Fig. 1: wiring heat map
Drawn at 3 px/um. The die is cut into 18 by 18 equal tiles; dark purple is low, yellow is high, scaled to the fullest tile. Values are wire area over tile area, all layers added.
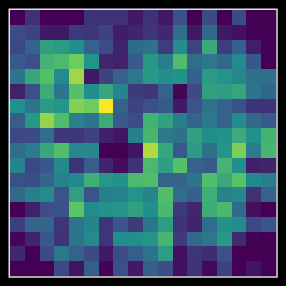
Fig. 2: layout detail
Region (29, 29) to (59, 59) um. Cells in grey, sequential cells in the stronger grey; small squares are vias.
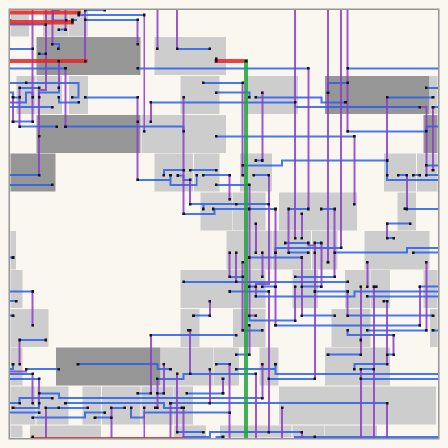
Fig. 3: gate-type map
Drawn at 4 px/um.
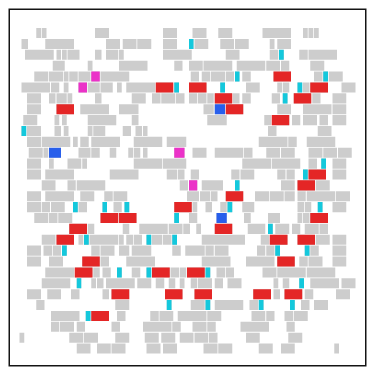
Fig. 4: placement view
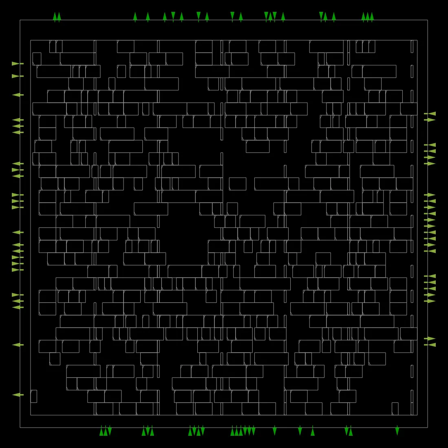
Fig. 5: signal wires by layer
Drawn at 4 px/um. Only two layers are drawn.
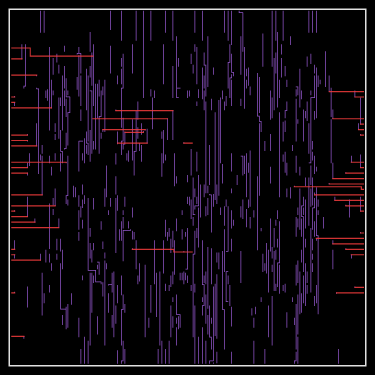
File: config.mk
export PLATFORM = sky130hd
export DESIGN_NAME = minmax_reduce
export DESIGN_NICKNAME = d
export VERILOG_FILES = /design/src/rtl/minmax_pkg.sv /design/src/rtl/minmax_cmp.sv /design/src/rtl/minmax_reduce.sv
export SDC_FILE = /design/constraint.sdc
export NUM_CORES = 1
export LEC_CHECK = 0
export CAP_MARGIN = 20
export CORE_MARGIN = 2
export CORE_UTILIZATION = 40
export CTS_CLUSTER_DIAMETER = 30
export CTS_CLUSTER_SIZE = 40
export DETAILED_ROUTE_END_ITERATION = 8
export PLACE_DENSITY_LB_ADDON = 0.1
export REMOVE_ABC_BUFFERS = 1
export SETUP_SLACK_MARGIN = 0.15
export SLEW_MARGIN = 10
export SYNTH_ARGS = -nofsm -noshare
export SYNTH_HDL_FRONTEND = slang
export SYNTH_SLANG_ARGS = --single-unit
File: constraint.sdc
create_clock -name clk -period 6.6 [get_ports clk]
set_input_delay 0.66 -clock clk [delete_from_list [all_inputs] [get_ports clk]]
set_output_delay 0.66 -clock clk [all_outputs]
set_load 0.01 [all_outputs]
File: src/rtl/minmax_pkg.sv
// Shared types and constants for the minmax_reduce streaming min/max unit.
package minmax_pkg;

    typedef enum logic [1:0] {
        IDLE  = 2'd0,
        ACCUM = 2'd1,
        DONE  = 2'd2
    } minmax_state_e;

    localparam logic MINMAX_OP_MIN = 1'b0;
    localparam logic MINMAX_OP_MAX = 1'b1;

endpackage

File: src/rtl/minmax_cmp.sv
// Strict "a beats b" compare for min/max, signed or unsigned.
module minmax_cmp
    import minmax_pkg::*;
#(
    parameter int WIDTH = 32
) (
    input  logic [WIDTH-1:0] a,
    input  logic [WIDTH-1:0] b,
    input  logic             op_max,
    input  logic             op_signed,
    output logic             take_a
);

    logic [WIDTH-1:0] a_key;
    logic [WIDTH-1:0] b_key;

    // Flipping the sign bit maps two's-complement order onto unsigned order.
    always_comb begin
        a_key = a;
        b_key = b;
        if (op_signed) begin
            a_key[WIDTH-1] = ~a[WIDTH-1];
            b_key[WIDTH-1] = ~b[WIDTH-1];
        end
        take_a = (op_max == MINMAX_OP_MAX) ? (a_key > b_key) : (a_key < b_key);
    end

endmodule

File: src/rtl/minmax_reduce.sv
// Streaming min/max reduction over a valid/ready packet, one element per cycle.
// Define MINMAX_INDEX_EN to track and report the winning element's position.
//
// state | meaning
// IDLE  | no packet open, next beat starts a packet
// ACCUM | packet open, comparing each beat against best
// DONE  | result held on outputs until out_ready
module minmax_reduce
    import minmax_pkg::*;
#(
    parameter int WIDTH = 32,
    parameter int IDX_W = 8
) (
    input  logic             clk,
    input  logic             rst,
    input  logic             in_valid,
    output logic             in_ready,
    input  logic [WIDTH-1:0] in_data,
    input  logic             in_last,
    input  logic             op_max,
    input  logic             op_signed,
    output logic             out_valid,
    input  logic             out_ready,
    output logic [WIDTH-1:0] out_result,
    output logic [IDX_W-1:0] out_index,
    output logic [IDX_W-1:0] out_count
);

    localparam logic [IDX_W-1:0] CNT_MAX = {IDX_W{1'b1}};

    minmax_state_e    state;
    minmax_state_e    state_next;
    logic [WIDTH-1:0] best;
    logic [IDX_W-1:0] cnt;
    logic             op_max_q;
    logic             op_signed_q;
    logic             beat;
    logic             take_a;

    assign in_ready  = (state != DONE);
    assign out_valid = (state == DONE);
    assign beat      = in_valid && in_ready;

    minmax_cmp #(.WIDTH(WIDTH)) u_cmp (
        .a         (in_data),
        .b         (best),
        .op_max    (op_max_q),
        .op_signed (op_signed_q),
        .take_a    (take_a)
    );

    always_comb begin
        state_next = state;
        case (state)
            IDLE, ACCUM: begin
                if (beat) begin
                    state_next = in_last ? DONE : ACCUM;
                end
            end
            DONE: begin
                if (out_ready) begin
                    state_next = IDLE;
                end
            end
            default: state_next = IDLE;
        endcase
    end

    always_ff @(posedge clk) begin
        if (rst) begin
            state       <= IDLE;
            best        <= '0;
            cnt         <= '0;
            op_max_q    <= MINMAX_OP_MIN;
            op_signed_q <= 1'b0;
        end else begin
            state <= state_next;
            if (beat) begin
                if (state == IDLE) begin
                    op_max_q    <= op_max;
                    op_signed_q <= op_signed;
                    best        <= in_data;
                    cnt         <= IDX_W'(1);
                end else begin
                    if (take_a) begin
                        best <= in_data;
                    end
                    // Saturate so oversized packets still reduce, just with clamped count.
                    if (cnt != CNT_MAX) begin
                        cnt <= cnt + IDX_W'(1);
                    end
                end
            end
        end
    end

`ifdef MINMAX_INDEX_EN
    logic [IDX_W-1:0] best_idx;

    always_ff @(posedge clk) begin
        if (rst) begin
            best_idx <= '0;
        end else if (beat) begin
            if (state == IDLE) begin
                best_idx <= '0;
            end else if (take_a) begin
                best_idx <= cnt;
            end
        end
    end

    assign out_index = best_idx;
`else
    assign out_index = '0;
`endif

    assign out_result = best;
    assign out_count  = cnt;

endmodule

==> impl_metrics.json <==
{
  "dp_slack_ns": 2.65,
  "relSlewSlack_pct": 38.3,
  "seq_power_share_pct": 43.2,
  "post-route-period-util_pct": 54.8,
  "inverters": 35,
  "ys_area_um2": 2870,
  "wl_met1_um": 2850,
  "post_cts_buffers": 0,
  "met1_usage_pct": 20.7,
  "seq_area_um2": 881,
  "grt_pass1_vias": 2290,
  "rsz0062_at_grt": "no",
  "viasPerCell": 4.77,
  "hold_depth": 2,
  "numCtsBuffers": 5,
  "wl_met3_um": 326,
  "mux_area_share_pct": 11.7,
  "cp_max_fo": 20,
  "crit_buf_inv": 2,
  "topRoutingLayerUsed": "met4",
  "rr_startpoint": "out_result[23]",
  "antenna_found_initial": 0,
  "seq_share_pct": 23.3,
  "comb_cells": 236,
  "grt_start_max_net_pins": 72,
  "synthTopCellsByArea": "dfxtp_1, nand2b_1, ha_1",
  "synth_flop_count": 44,
  "outcome": "finished clean",
  "ys_types": 39,
  "clk_share_pct": 2.95,
  "grt_use_met3_pct": 3.82,
  "maxCapViolations": 0,
  "grt_use_total_pct": 15.8,
  "clkPwrFrac_pct": 30.3,
  "cpMaxStageDelayCell": "a21oi_4",
  "synthTopLogicFamily": "simple AND/OR/NAND/NOR gates",
  "simple_gate_share_pct": 23.8,
  "cp-endpoint": "out_result[26]"
}
## Picture notes: Fig. 1
tiles over half the peak: 23%
nearly empty tiles: 9.3%
fullest tile: 0.37

## Picture notes: Fig. 2
[M2] purple
[M1] blue
[M4] green
[M3] red
cells with their middle in the window: 47
netlist names of flops here include: out_result (2)
most frequent: inv_1 (6), nand2_1 (5), nand2b_1 (5)
sequential cells in the window: 4

## Picture notes: Fig. 3
[non-inverting ao/oa cells] blue | cells: 3 | most used: a21o_1
[fa/ha/maj cells] red | cells: 32 | most used: ha_1
[and/or cells] magenta | cells: 4 | most used: and3_1
[inv cells] cyan | cells: 35 | most used: inv_1 | where: spread over the die

## Picture notes: Fig. 4
num sequential: 44
Final Util: 55.0%
Core Rows: 30
Well Taps: 96
final non-filler cell total: 500

## Picture notes: Fig. 5
[M2] purple | wire length: 2800 um
[M3] red | wire length: 327 um

==> Yosys cell counts (7+ instances only) <==
library cell and n:
inv_1 35, a21oi_1 16, buf_4 8, dfxtp_1 44, nor2_1 11, nand2b_1 67
nand2_1 17, ha_1 32, clkbuf_1 9, nand3_1 7, mux2i_1 32, nand4_1 7
==> cell usage in the layout (no fill, tap or decap), types with 2 or more instances in the layout <==
cell	count
conb_1	8
clkdlybuf4s50_1	79
nor3_1	3
ha_1	32
o21ai_0	5
a21o_1	2
nand3_1	7
and3_1	2
nor2_1	11
dfxtp_1	44
a21oi_1	16
nand3b_1	2
nand2b_1	67
nand2_1	17
mux2i_1	32
clkbuf_8	5
xor2_1	5
nand4_1	7
inv_1	35
a221oi_1	2
